**src/rtl/mips_pkg.sv**
```systemverilog
// Shared MIPS pipeline constants: instruction width, NOP encoding, reset PC and
// the opcodes the ID stage uses to resolve control flow.
package mips_pkg;

  localparam int          INSTR_W          = 32;
  localparam logic [31:0] NOP_INSTR        = 32'h0000_0000;
  localparam logic [31:0] RESET_PC_DEFAULT = 32'h0000_0000;
  localparam logic [5:0]  OP_BEQ           = 6'h04;
  localparam logic [5:0]  OP_J             = 6'h02;

  // Instruction fetches are word aligned; low address bits are dropped.
  function automatic logic [31:0] word_align(input logic [31:0] addr);
    return {addr[31:2], 2'b00};
  endfunction

endpackage

```
**src/rtl/if_id_reg.sv**
```systemverilog
// IF/ID pipeline register. Hold freezes all fields; otherwise a bubble loads a
// NOP marked invalid, and a normal cycle captures the fetched instruction.
module if_id_reg
  import mips_pkg::*;
(
  input  logic               clk,
  input  logic               reset,
  input  logic               i_hold,
  input  logic               i_bubble,
  input  logic [INSTR_W-1:0] i_instr,
  input  logic [31:0]        i_pc4,
  output logic [INSTR_W-1:0] o_instr,
  output logic [31:0]        o_pc4,
  output logic               o_valid
);

  logic [INSTR_W-1:0] r_instr;
  logic [31:0]        r_pc4;
  logic               r_valid;

  always_ff @(posedge clk) begin
    if (reset) begin
      r_instr <= NOP_INSTR;
      r_pc4   <= 32'h0;
      r_valid <= 1'b0;
    end else if (i_hold) begin
      r_instr <= r_instr;
      r_pc4   <= r_pc4;
      r_valid <= r_valid;
    end else if (i_bubble) begin
      r_instr <= NOP_INSTR;
      r_pc4   <= 32'h0;
      r_valid <= 1'b0;
    end else begin
      r_instr <= i_instr;
      r_pc4   <= i_pc4;
      r_valid <= 1'b1;
    end
  end

  assign o_instr = r_instr;
  assign o_pc4   = r_pc4;
  assign o_valid = r_valid;

endmodule

```
**src/rtl/fetch_stage.sv**
```systemverilog
// Instruction-fetch stage: PC register, redirect handling, IF/ID register and
// sticky misalignment / saturating stall and flush statistics.
module fetch_stage
  import mips_pkg::*;
#(
  parameter logic [31:0] RESET_PC = RESET_PC_DEFAULT,
  parameter int          CNT_W    = 16
) (
  input  logic               clk,
  input  logic               reset,
  input  logic               holdPC,
  input  logic               holdIF_ID,
  input  logic               branch_taken,
  input  logic [31:0]        branch_target,
  output logic [31:0]        imem_addr,
  input  logic [INSTR_W-1:0] imem_rdata,
  input  logic               imem_ready,
  output logic [31:0]        pc,
  output logic [INSTR_W-1:0] IF_ID_Instr,
  output logic [31:0]        IF_ID_PC4,
  output logic               IF_ID_Valid,
  output logic               pc_misalign,
  output logic [CNT_W-1:0]   stall_count,
  output logic [CNT_W-1:0]   flush_count
);

  localparam logic [CNT_W-1:0] CNT_MAX = {CNT_W{1'b1}};
  localparam logic [CNT_W-1:0] CNT_ONE = {{(CNT_W-1){1'b0}}, 1'b1};

  logic [31:0]      r_pc;
  logic             r_pc_misalign;
  logic [CNT_W-1:0] r_stall_count;
  logic [CNT_W-1:0] r_flush_count;

  logic        w_redirect_ok;
  logic [31:0] w_target;
  logic [31:0] w_pc_plus4;
  logic        w_bubble;

  // imem_ready is a per-cycle valid: imem_rdata is only consumed in a cycle
  // where imem_ready=1, and the PC advances only on that same cycle.
  // A branch seen under any hold was compared with stale operands and is dropped.
  assign w_redirect_ok = branch_taken & ~holdPC & ~holdIF_ID;
  assign w_target      = word_align(branch_target);
  assign w_pc_plus4    = r_pc + 32'd4;
  assign w_bubble      = w_redirect_ok | holdPC | ~imem_ready;

  always_ff @(posedge clk) begin
    if (reset) begin
      r_pc <= RESET_PC;
    end else if (holdPC) begin
      r_pc <= r_pc;
    end else if (w_redirect_ok) begin
      r_pc <= w_target;
    end else if (imem_ready) begin
      r_pc <= w_pc_plus4;
    end
  end

  always_ff @(posedge clk) begin
    if (reset) begin
      r_pc_misalign <= 1'b0;
    end else if (w_redirect_ok && (branch_target[1:0] != 2'b00)) begin
      r_pc_misalign <= 1'b1;
    end
  end

  always_ff @(posedge clk) begin
    if (reset) begin
      r_stall_count <= '0;
      r_flush_count <= '0;
    end else begin
      if (holdPC && (r_stall_count != CNT_MAX)) begin
        r_stall_count <= r_stall_count + CNT_ONE;
      end
      if (w_redirect_ok && (r_flush_count != CNT_MAX)) begin
        r_flush_count <= r_flush_count + CNT_ONE;
      end
    end
  end

  if_id_reg u_if_id_reg (
    .clk      (clk),
    .reset    (reset),
    .i_hold   (holdIF_ID),
    .i_bubble (w_bubble),
    .i_instr  (imem_rdata),
    .i_pc4    (w_pc_plus4),
    .o_instr  (IF_ID_Instr),
    .o_pc4    (IF_ID_PC4),
    .o_valid  (IF_ID_Valid)
  );

  assign imem_addr   = r_pc;
  assign pc          = r_pc;
  assign pc_misalign = r_pc_misalign;
  assign stall_count = r_stall_count;
  assign flush_count = r_flush_count;

endmodule

```
**config.mk**
```make
export PLATFORM = sky130hd
export DESIGN_NAME = fetch_stage
export DESIGN_NICKNAME = d
export VERILOG_FILES = /design/src/rtl/mips_pkg.sv /design/src/rtl/if_id_reg.sv /design/src/rtl/fetch_stage.sv
export SDC_FILE = /design/constraint.sdc
export NUM_CORES = 1
export LEC_CHECK = 0
export ABC_AREA = 1
export CAP_MARGIN = 0
export CORE_MARGIN = 4
export CORE_UTILIZATION = 49
export DETAILED_ROUTE_END_ITERATION = 10
export PLACE_DENSITY = 0.87
export SYNTH_ARGS = -nofsm -noshare
export SYNTH_HDL_FRONTEND = slang
export SYNTH_HIERARCHICAL = 1
export SYNTH_SLANG_ARGS = --single-unit
```
**constraint.sdc**
```tcl
create_clock -name clk -period 4.72 [get_ports clk]
set_input_delay 0.944 -clock clk [delete_from_list [all_inputs] [get_ports clk]]
set_output_delay 0.944 -clock clk [all_outputs]
set_load 0.01 [all_outputs]
```
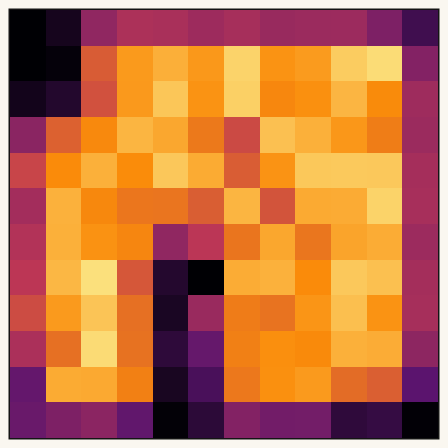
Run 1: local utilization
The die is cut into 12 by 12 equal tiles; black is low, pale yellow is high, 0 to 100% covered.
- tiles over 75% full: 39%
- nearly empty tiles: 4.2%
- fullest tile: 93%
- mean over tiles: 59%
Core ar.: 0.0133 sq mm
utilization after layout: 70.2%

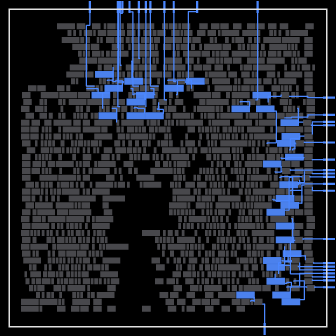
Run 1: port wiring
- blue: IF_ID_PC4 (bits 32; direction output; edge 19 right, 12 top, 1 bottom; end cells 32; buffers 32; wire 911 um)
I/O pins: 232
IO buf count: 227

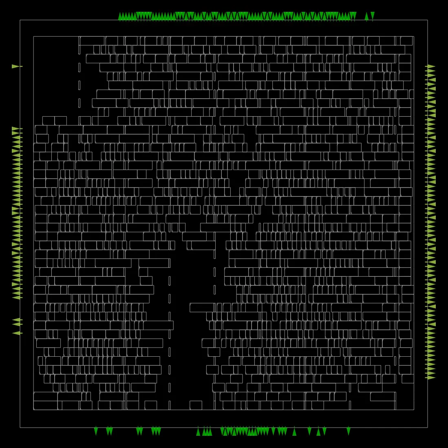
Run 1: cell outlines without signal wires
Rows: 42
Tapcells: 176
fin cells: 1369
fill cell instance count of the final layout: 1082
flip-flops: 128

==> job_summary.md, run 1 <==
## PnR job results

| Metric | Value |
|---|---|
| Area share, top type | `38.4%` |
| Clk slew on worst S/H paths | `0.06 ns` |
| GRT Max-Usage Layer | `met2` |
| Register area | `0.00256 sq mm` |
| Vias in the first global route | `6744` |
| Crit path launch type | `primary input` |
| CTS H-tree lvls | `4` |
| Measured slew at the worst slew-check pin | `0.774 ns` |
| Asr flop ratio synth | `0%` |
| Crit path depth | `10` |
| Worst min-delay path category | `reg2reg` |
| Cell Int Power | `2.04 mW` |
| Period minus WS final | `2.99 ns` |
| Worst path cell trace | `clkdlybuf4s50_1 -> inv_1 -> nor2_1 -> nand2_1 -> nand2_1 -> inv_1 -> nand2_1 -> nand2_1 -> a21oi_1 -> nor2_1` |
| Pwr top | `the clock network` |
| Most frequent cells in the layout | `nand2_1, clkdlybuf4s50_1, dfxtp_1` |
| Post-synthesis xor/xnor area fraction | `3.66%` |
| Pleak | `3.35 nW` |
| GRT met3 Usage | `6.35%` |
| Initial antenna violation count | `0` |
| Clock Power | `1.31 mW` |
| Late-Pin Clk Latency | `0.43 ns` |
| Post-CTS Setup Bufs | `0` |
| Routed length on met2 | `9670 um` |
| Registers, synthesis | `128` |
| # Cells Yosys | `999` |
| Vias/cell | `5.13` |
| CP Class | `in2reg` |
| Residual DRC | `0` |
| Distinct lib cells used | `36` |
| Die Area | `0.0156 sq mm` |
| Cell with the most instances on the worst path | `nand2_1` |
| Setup crit end | `imem_addr[14]` |
| Synth top cells by count | `nand2_1, dfxtp_1, a21oi_1, nor2_1, inv_1` |
| Reg power frac | `41.8%` |
| ANT nets after route | `0` |
| Seq pwr | `1.13 mW` |
| Family with the most delay on the worst path | `simple AND/OR/NAND/NOR gates` |
| Top class by area | `combinational gates` |
| Non-clk invs | `79` |
| Post-synthesis sequential area ratio | `38.4%` |
| Outcome | `complete, no violations` |
| Combinational Gates | `723` |
| Nets | `1253` |
| Syn avg cell area | `6.68 sq um` |
| Fin Clk Skew | `0.00979 ns` |
| Layout clock area frac | `6.34%` |
| DR iter-0 viols | `599` |
| Area fraction in mux cells | `0%` |
| Switch share | `24.6%` |
| Adders+Majority by Area | `0.562%` |
| Post-synth EDFFs | `0` |
| Max capacitance violation total | `0` |
| WP data arrival | `3.28 ns` |
| Hold path depth | `2` |
| Post-synthesis instance total | `999` |
| GR Util met2 | `43.1%` |
| Synth top cell by count | `nand2_1` |
| RR Startpoint | `stall_count[0]` |
| Top fanout value on the critical path | `25` |
| Worst Path Required | `5.01 ns` |
| Top cell excl fill/tap | `nand2_1` |
| Crit path largest cell delay | `0.69 ns` |
| Logic family by area | `simple AND/OR/NAND/NOR gates` |
| Longest Clk Path Bufs | `2` |
| Post-Synth Simple-Gate Area | `32.7%` |
| Seq/total area | `27.4%` |
| WL met1 | `8150 um` |
| Final TNS setup | `0 ns` |
| AND-OR/OR-AND Cells, Area Fraction | `12.9%` |
| Total CTS buffers | `17` |
| Rel. slew slack | `48.4%` |
==> run 1: sequential cells by signal (all words and copies together), names as in the netlist <==
name / flops
u_if_id_reg/o_instr: 32
u_if_id_reg/o_pc4: 32
imem_addr: 30
flush_count: 16
stall_count: 16
pc_misalign: 1
u_if_id_reg/o_valid: 1
==> run 1: stage by stage <==
step | utilization (%) | std cells | worst slack (ns) | total power [mW] | hold WS [ns]
2_1_floorplan | - | 1004 | 2.64 | 1.29 | 0.474
3_3_place_gp | 65.8 | 1337 | 1.35 | 1.42 | 0.440
3_5_place_dp | 65.8 | 1337 | 1.34 | 1.42 | 0.439
4_1_cts | 70.2 | 1369 | 1.77 | 2.72 | 0.448
5_1_grt | 70.2 | 1369 | 1.48 | 2.80 | 0.476
6_report | 70.2 | 1369 | 1.73 | 2.71 | 0.447
Run 1, met3 routing:
Bar = 20 um.
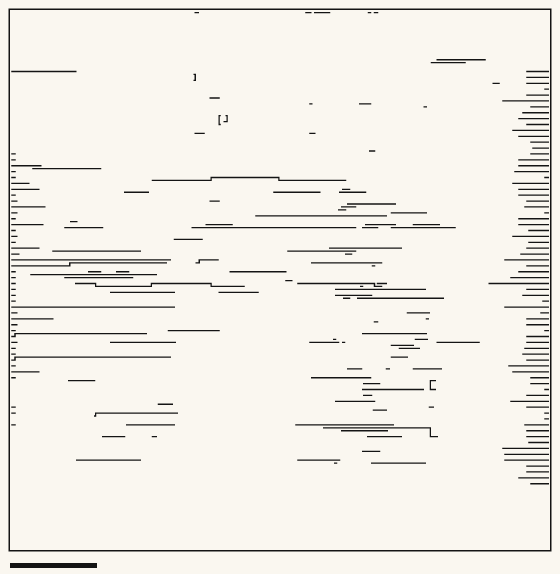

## Run 2: what changed since run 1
--- a/config.mk
+++ b/config.mk
@@ -8,9 +8,9 @@
 export ABC_AREA = 1
 export CAP_MARGIN = 0
 export CORE_MARGIN = 4
-export CORE_UTILIZATION = 49
+export CORE_UTILIZATION = 41
 export DETAILED_ROUTE_END_ITERATION = 10
-export PLACE_DENSITY = 0.87
+export PLACE_DENSITY = 0.78
 export SYNTH_ARGS = -nofsm -noshare
 export SYNTH_HDL_FRONTEND = slang
 export SYNTH_HIERARCHICAL = 1
==> constraint.sdc (replaced) <==
create_clock -name clk -period 2.6 [get_ports clk]
set_input_delay 0.52 -clock clk [delete_from_list [all_inputs] [get_ports clk]]
set_output_delay 0.52 -clock clk [all_outputs]
set_load 0.01 [all_outputs]
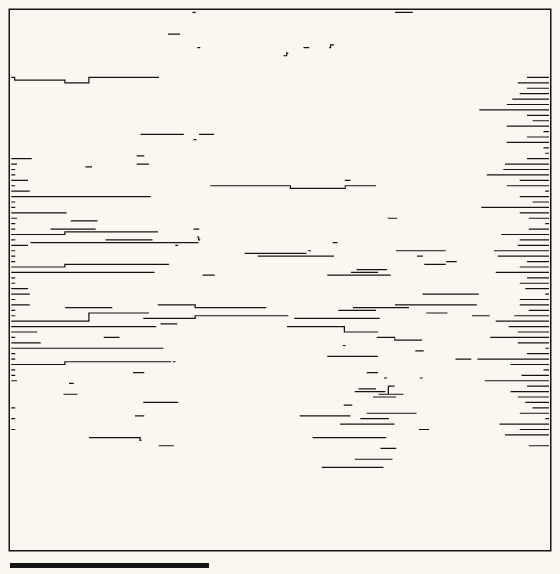
Run 2: met3 routing
Bar = 50 um.
- wire length on this layer: 1550 um
- nets with wire on the layer: 165
- main direction: horizontal
GRT met3 Usage: 6.17%
Routed Wire Length: 20400 um

==> job_summary.md, run 2 <==
## PnR job results

| Metric | Value |
|---|---|
| Asr flop ratio synth | `0% (unchanged)` |
| Worst path cell trace | `clkdlybuf4s50_1 (was clkdlybuf4s50_1 -> inv_1 -> nor2_1 -> nand2_1 -> nand2_1 -> inv_1 -> nand2_1 -> nand2_1 -> a21oi_1 -> nor2_1)` |
| Area share, top type | `38.4% (unchanged)` |
| CP Class | `reg2out (was in2reg)` |
| Clock Power | `2.50 mW (was 1.31 mW)` |
| Clk slew on worst S/H paths | `0.06 ns (about the same)` |
| Dpl cells | `1384 (was 1337)` |
| Overflow after GRT | `0 (unchanged)` |
| Pwr top | `the clock network (unchanged)` |
| Total power | `5.06 mW (was 2.71 mW)` |
| Worst Path Required | `2.08 ns (was 5.01 ns)` |
| Pleak | `3.40 nW (was 3.35 nW)` |
| Largest net degree at the start of global routing | `67 (was 71)` |
| Post-synthesis xor/xnor area fraction | `3.66% (unchanged)` |
| Post-synth EDFFs | `0 (unchanged)` |
| Vias/cell | `4.90 (was 5.13)` |
| IO buf count | `227 (unchanged)` |
| Utilization after layout | `59.5% (was 70.2%)` |
| Measured slew at the worst slew-check pin | `0.679 ns (was 0.774 ns)` |
| GRT Resource Usage Total | `21.6% (was 25.2%)` |
| Vias in the first global route | `6563 (was 6744)` |
| First-pass GRT wire length | `32100 um (was 32700 um)` |
| Fin. max-slew vios | `0 (unchanged)` |
| Max VDD drop | `0.000457 V (was 0.000200 V)` |
| Synth top cells by count | `nand2_1, dfxtp_1, a21oi_1, nor2_1, inv_1 (unchanged)` |
| AND-OR/OR-AND Cells, Area Fraction | `12.9% (unchanged)` |
| Late-Pin Clk Latency | `0.42 ns (was 0.43 ns)` |
| Rel. slew slack | `54.7% (was 48.4%)` |
| P&R area growth vs syn | `42.1% (was 39.9%)` |
| WL met1 | `8550 um (was 8150 um)` |
| Crit path depth | `1 (was 10)` |
| Most frequent cells in the layout | `nand2_1, clkdlybuf4s50_1, dfxtp_1 (unchanged)` |
| Synth top cell by count | `nand2_1 (unchanged)` |
| Post-CTS Setup Bufs | `0 (unchanged)` |
| Outcome | `complete, no violations (unchanged)` |
| Reg power frac | `40.7% (was 41.8%)` |
| ANT nets after route | `0 (unchanged)` |
| Worst min-delay path category | `reg2reg (unchanged)` |
| Distinct lib cells used | `36 (unchanged)` |
| Adders+Majority by Area | `0.562% (unchanged)` |
| Post-Synth Simple-Gate Area | `32.7% (unchanged)` |
| Fill cell instance count of the final layout | `1478 (was 1082)` |
| Register area | `0.00256 sq mm (unchanged)` |
| Area fraction in mux cells | `0% (unchanged)` |
| Final TNS setup | `0 ns (unchanged)` |
| Family with the most delay on the worst path | `buffers and inverters (was simple AND/OR/NAND/NOR gates)` |
| Main synth FF type | `dfxtp_1 (unchanged)` |
| Syn avg cell area | `6.68 sq um (unchanged)` |
| Post-synthesis instance total | `999 (unchanged)` |
| Die Area | `0.0184 sq mm (was 0.0156 sq mm)` |
| Initial antenna violation count | `0 (unchanged)` |
| Switch share | `23.9% (was 24.6%)` |
| GRT Max-Usage Layer | `met2 (unchanged)` |
| Nets | `1260 (was 1253)` |
| Longest Clk Path Bufs | `2 (unchanged)` |
| Rows | `46 (was 42)` |
| Top fanout value on the critical path | `6 (was 25)` |
| WP data arrival | `1.57 ns (was 3.28 ns)` |
| Seq pwr | `2.06 mW (was 1.13 mW)` |
| Final setup margin | `0.511 ns (was 1.73 ns)` |
| Fin Clk Skew | `0.0118 ns (was 0.00979 ns)` |
| Setup crit end | `imem_addr[18] (was imem_addr[14])` |
| Post-synthesis sequential area ratio | `38.4% (unchanged)` |
| RR Startpoint | `stall_count[0] (unchanged)` |
| Hold path depth | `2 (unchanged)` |
| # Cells Yosys | `999 (unchanged)` |
| Crit path largest cell delay | `0.62 ns (was 0.69 ns)` |
| Period minus WS final | `2.09 ns` |
| Core ar. | `0.0159 sq mm (was 0.0133 sq mm)` |
| Top cell excl fill/tap | `nand2_1 (unchanged)` |
| Worst slack, placed | `0.267 ns (was 1.34 ns)` |
| Max capacitance violation total | `0 (unchanged)` |
| Registers, synthesis | `128 (unchanged)` |
| GR Util met2 | `36.6% (was 43.1%)` |
| Crit path launch type | `register (was primary input)` |
| Cell Int Power | `3.85 mW (was 2.04 mW)` |
| Routed length on met2 | `9870 um (was 9670 um)` |
| Total CTS buffers | `17 (unchanged)` |
| Logic family by area | `simple AND/OR/NAND/NOR gates (unchanged)` |
| Drt pass-1 iters | `5 (was 7)` |
| DR iter-0 viols | `461 (was 599)` |
| I/O pins | `232 (unchanged)` |
| CTS H-tree lvls | `4 (unchanged)` |
| Fin cells | `1416 (was 1369)` |
| Residual DRC | `0 (unchanged)` |
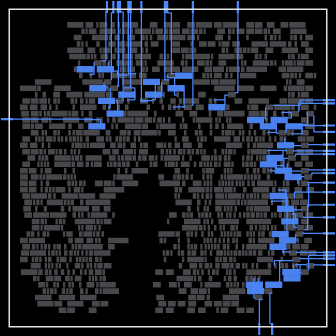
Run 2: port wiring
- blue: IF_ID_PC4 (bits 32; direction output; edge 18 right, 11 top, 2 bottom, 1 left; end cells 32; buffers 32; wire 1010 um)

-- run 2: kinds of logic (layout without fill, tap and decap cells) --
group,after synthesis,in the layout
XOR/XNOR,27,27
flip-flops,128,128
adder cells (fa/ha/maj),3,3
other,1,6
buffers and inverters,153,349
AND-OR/OR-AND,166,166
AND/OR/NAND/NOR,521,521
-- run 2: area by class of cell --
cell class | instances | area share, %
multi-input combinational | 723 | 35.4
sequential | 128 | 27.0
timing repair buffer | 238 | 25.0
clock buffer | 21 | 4.96
inverter | 79 | 3.15
tap | 216 | 2.85
clock inverter | 11 | 1.62
-- run 2: stage by stage --
step | instance area, sq um | hold WS [ns]
finish | 9480 | 0.453
global route | 9480 | 0.477
CTS | 9480 | 0.460
detailed placement | 8860 | 0.450
global placement | 8860 | 0.442
floorplan | 6690 | 0.474
Run 2, local utilization:
The die is cut into 14 by 14 equal tiles; black is low, pale yellow is high, 0 to 100% covered.
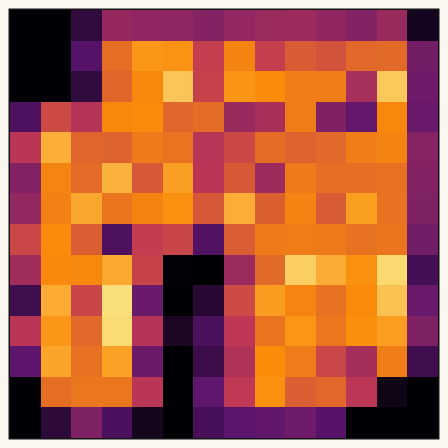

## Run 3: what changed since run 2
--- a/config.mk
+++ b/config.mk
@@ -8,9 +8,9 @@
 export ABC_AREA = 1
 export CAP_MARGIN = 0
 export CORE_MARGIN = 4
-export CORE_UTILIZATION = 41
+export CORE_UTILIZATION = 46
 export DETAILED_ROUTE_END_ITERATION = 10
-export PLACE_DENSITY = 0.78
+export PLACE_DENSITY = 0.82
 export SYNTH_ARGS = -nofsm -noshare
 export SYNTH_HDL_FRONTEND = slang
 export SYNTH_HIERARCHICAL = 1
==> constraint.sdc (replaced) <==
create_clock -name clk -period 2 [get_ports clk]
set_input_delay 0.4 -clock clk [delete_from_list [all_inputs] [get_ports clk]]
set_output_delay 0.4 -clock clk [all_outputs]
set_load 0.01 [all_outputs]
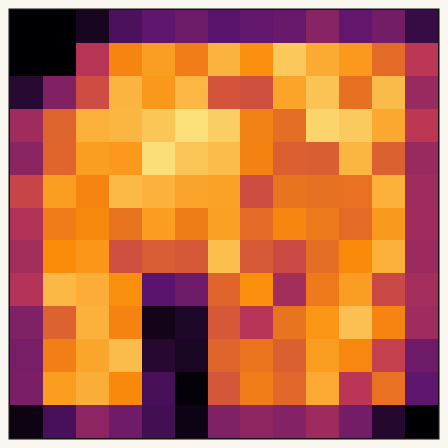
Run 3: local utilization
The die is cut into 13 by 13 equal tiles; black is low, pale yellow is high, 0 to 100% covered.
- nearly empty tiles: 3.6%
- mean over tiles: 57%
- fullest tile: 93%
- tiles over 75% full: 31%
Starting Density: 47.5%
Core ar.: 0.0140 sq mm
utilization after layout: 68.7%

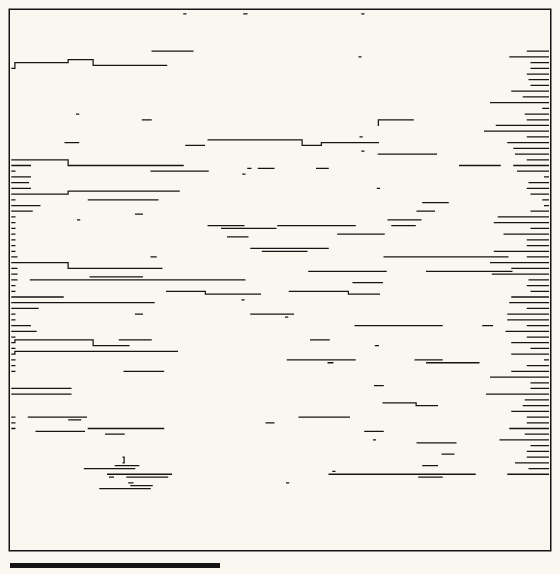
Run 3: met3 routing
Bar = 50 um.
- share of all routed wire: 7.8%
- longest straight run: 51.1 um
- nets with wire on the layer: 173
- wire length on this layer: 1610 um
via count: 7039
Routed Wire Length: 20600 um

==> job_summary.md, run 3 <==
## PnR job results

| Metric | Value |
|---|---|
| First-pass GRT wire length | `33200 um (was 32100 um)` |
| Final setup margin | `0.0659 ns (was 0.511 ns)` |
| Clock Power | `3.27 mW (was 2.50 mW)` |
| Cell Int Power | `4.99 mW (was 3.85 mW)` |
| GR Util met2 | `42.1% (was 36.6%)` |
| Clk slew on worst S/H paths | `0.06 ns (about the same)` |
| Distinct lib cells used | `36 (unchanged)` |
| Top fanout value on the critical path | `6 (unchanged)` |
| Reg power frac | `40.2% (was 40.7%)` |
| IO buf count | `227 (unchanged)` |
| Top class by area | `combinational gates (unchanged)` |
| Layout clock area frac | `6.45% (was 6.58%)` |
| Non-clk invs | `79 (unchanged)` |
| DR iter-0 viols | `422 (was 461)` |
| Routed length on met2 | `10100 um (was 9870 um)` |
| Synth top cells by count | `nand2_1, dfxtp_1, a21oi_1, nor2_1, inv_1 (unchanged)` |
| ANT nets after route | `0 (unchanged)` |
| Worst Path Required | `1.60 ns (was 2.08 ns)` |
| Vias/cell | `5.03 (was 4.90)` |
| Worst min-delay path category | `in2reg (was reg2reg)` |
| GRT Max-Usage Layer | `met2 (unchanged)` |
| I/O pins | `232 (unchanged)` |
| Switch share | `24.8% (was 23.9%)` |
| Seq pwr | `2.67 mW (was 2.06 mW)` |
| Late-Pin Clk Latency | `0.43 ns (was 0.42 ns)` |
| Die Area | `0.0165 sq mm (was 0.0184 sq mm)` |
| Multi-input combinational area share | `34.8% (was 35.4%)` |
| Tapcells | `180 (was 216)` |
| Top cell excl fill/tap | `nand2_1 (unchanged)` |
| Family with the most delay on the worst path | `buffers and inverters (unchanged)` |
| Nets | `1279 (was 1260)` |
| Main synth FF type | `dfxtp_1 (unchanged)` |
| Seq/total area | `26.6% (was 27.0%)` |
| Pwr top | `the clock network (unchanged)` |
| Crit path launch type | `register (unchanged)` |
| Vias in the first global route | `6796 (was 6563)` |
| Adders+Majority by Area | `0.562% (unchanged)` |
| Residual DRC | `0 (unchanged)` |
| Overflow after GRT | `0 (unchanged)` |
| Post-synthesis xor/xnor area fraction | `3.66% (unchanged)` |
| Drt pass-1 iters | `5 (unchanged)` |
| Rows | `43 (was 46)` |
| Worst path cell trace | `clkdlybuf4s50_1 (unchanged)` |
| NonClk Buf Share | `26.7% (was 25.0%)` |
| Post-synth EDFFs | `0 (unchanged)` |
| Register area | `0.00256 sq mm (about the same)` |
| Fin. max-slew vios | `0 (unchanged)` |
| WP data arrival | `1.53 ns (was 1.57 ns)` |
| Post-synthesis sequential area ratio | `38.4% (unchanged)` |
| P&R area growth vs syn | `44.5% (was 42.1%)` |
| Total CTS buffers | `17 (unchanged)` |
| Initial antenna violation count | `0 (unchanged)` |
| Combinational Gates | `723 (unchanged)` |
| Post-Synth Simple-Gate Area | `32.7% (unchanged)` |
| Dpl cells | `1366 (was 1384)` |
| Flip-flops | `128 (unchanged)` |
| Crit path largest cell delay | `0.61 ns (was 0.62 ns)` |
| Synth top cell by count | `nand2_1 (unchanged)` |
| Measured slew at the worst slew-check pin | `0.558 ns (was 0.679 ns)` |
| Max VDD drop | `0.000530 V (was 0.000457 V)` |
| Rel. slew slack | `62.8% (was 54.7%)` |
| Fill cell instance count of the final layout | `1200 (was 1478)` |
| GRT Resource Usage Total | `24.9% (was 21.6%)` |
| Area fraction in mux cells | `0% (unchanged)` |
| Registers, synthesis | `128 (unchanged)` |
| Asr flop ratio synth | `0% (unchanged)` |
| Max capacitance violation total | `0 (unchanged)` |
| Pleak | `3.51 nW (was 3.40 nW)` |
| CTS H-tree lvls | `4 (unchanged)` |
| Clock buffer count | `19 (was 21)` |
| Most frequent cells in the layout | `nand2_1, clkdlybuf4s50_1, dfxtp_1 (unchanged)` |
| Outcome | `complete, no violations (unchanged)` |
| GRT met3 Usage | `6.10% (was 6.17%)` |
| Syn avg cell area | `6.68 sq um (unchanged)` |
| # Cells Yosys | `999 (unchanged)` |
| Fin cells | `1399 (was 1416)` |
| WL met1 | `8410 um (was 8550 um)` |
| Dpl cell area | `0.00900 sq mm (was 0.00886 sq mm)` |
## run 3: timing repair
action,in CTS,in global routing
setup buffers,0,1
endpoints found under the setup margin,0,4
resized,0,1
## run 3: final timing paths
| kind | to | cells past startpoint |
|---|---|---|
| hold / removal | u_if_id_reg/o_instr[7] | 2 |
| setup reg to reg | flush_count[1] | 9 |
| hold reg to reg | pc_misalign | 2 |
| setup / recovery | pc[16] | 1 |
## run 3: through the flow
step	hold WS, ns	power [mW]
2_1_floorplan	0.474	3.04
3_3_place_gp	0.441	3.40
3_5_place_dp	0.446	3.41
4_1_cts	0.377	6.67
5_1_grt	0.414	6.85
6_report	0.398	6.63
Power is estimated from default activity; no workload was simulated.
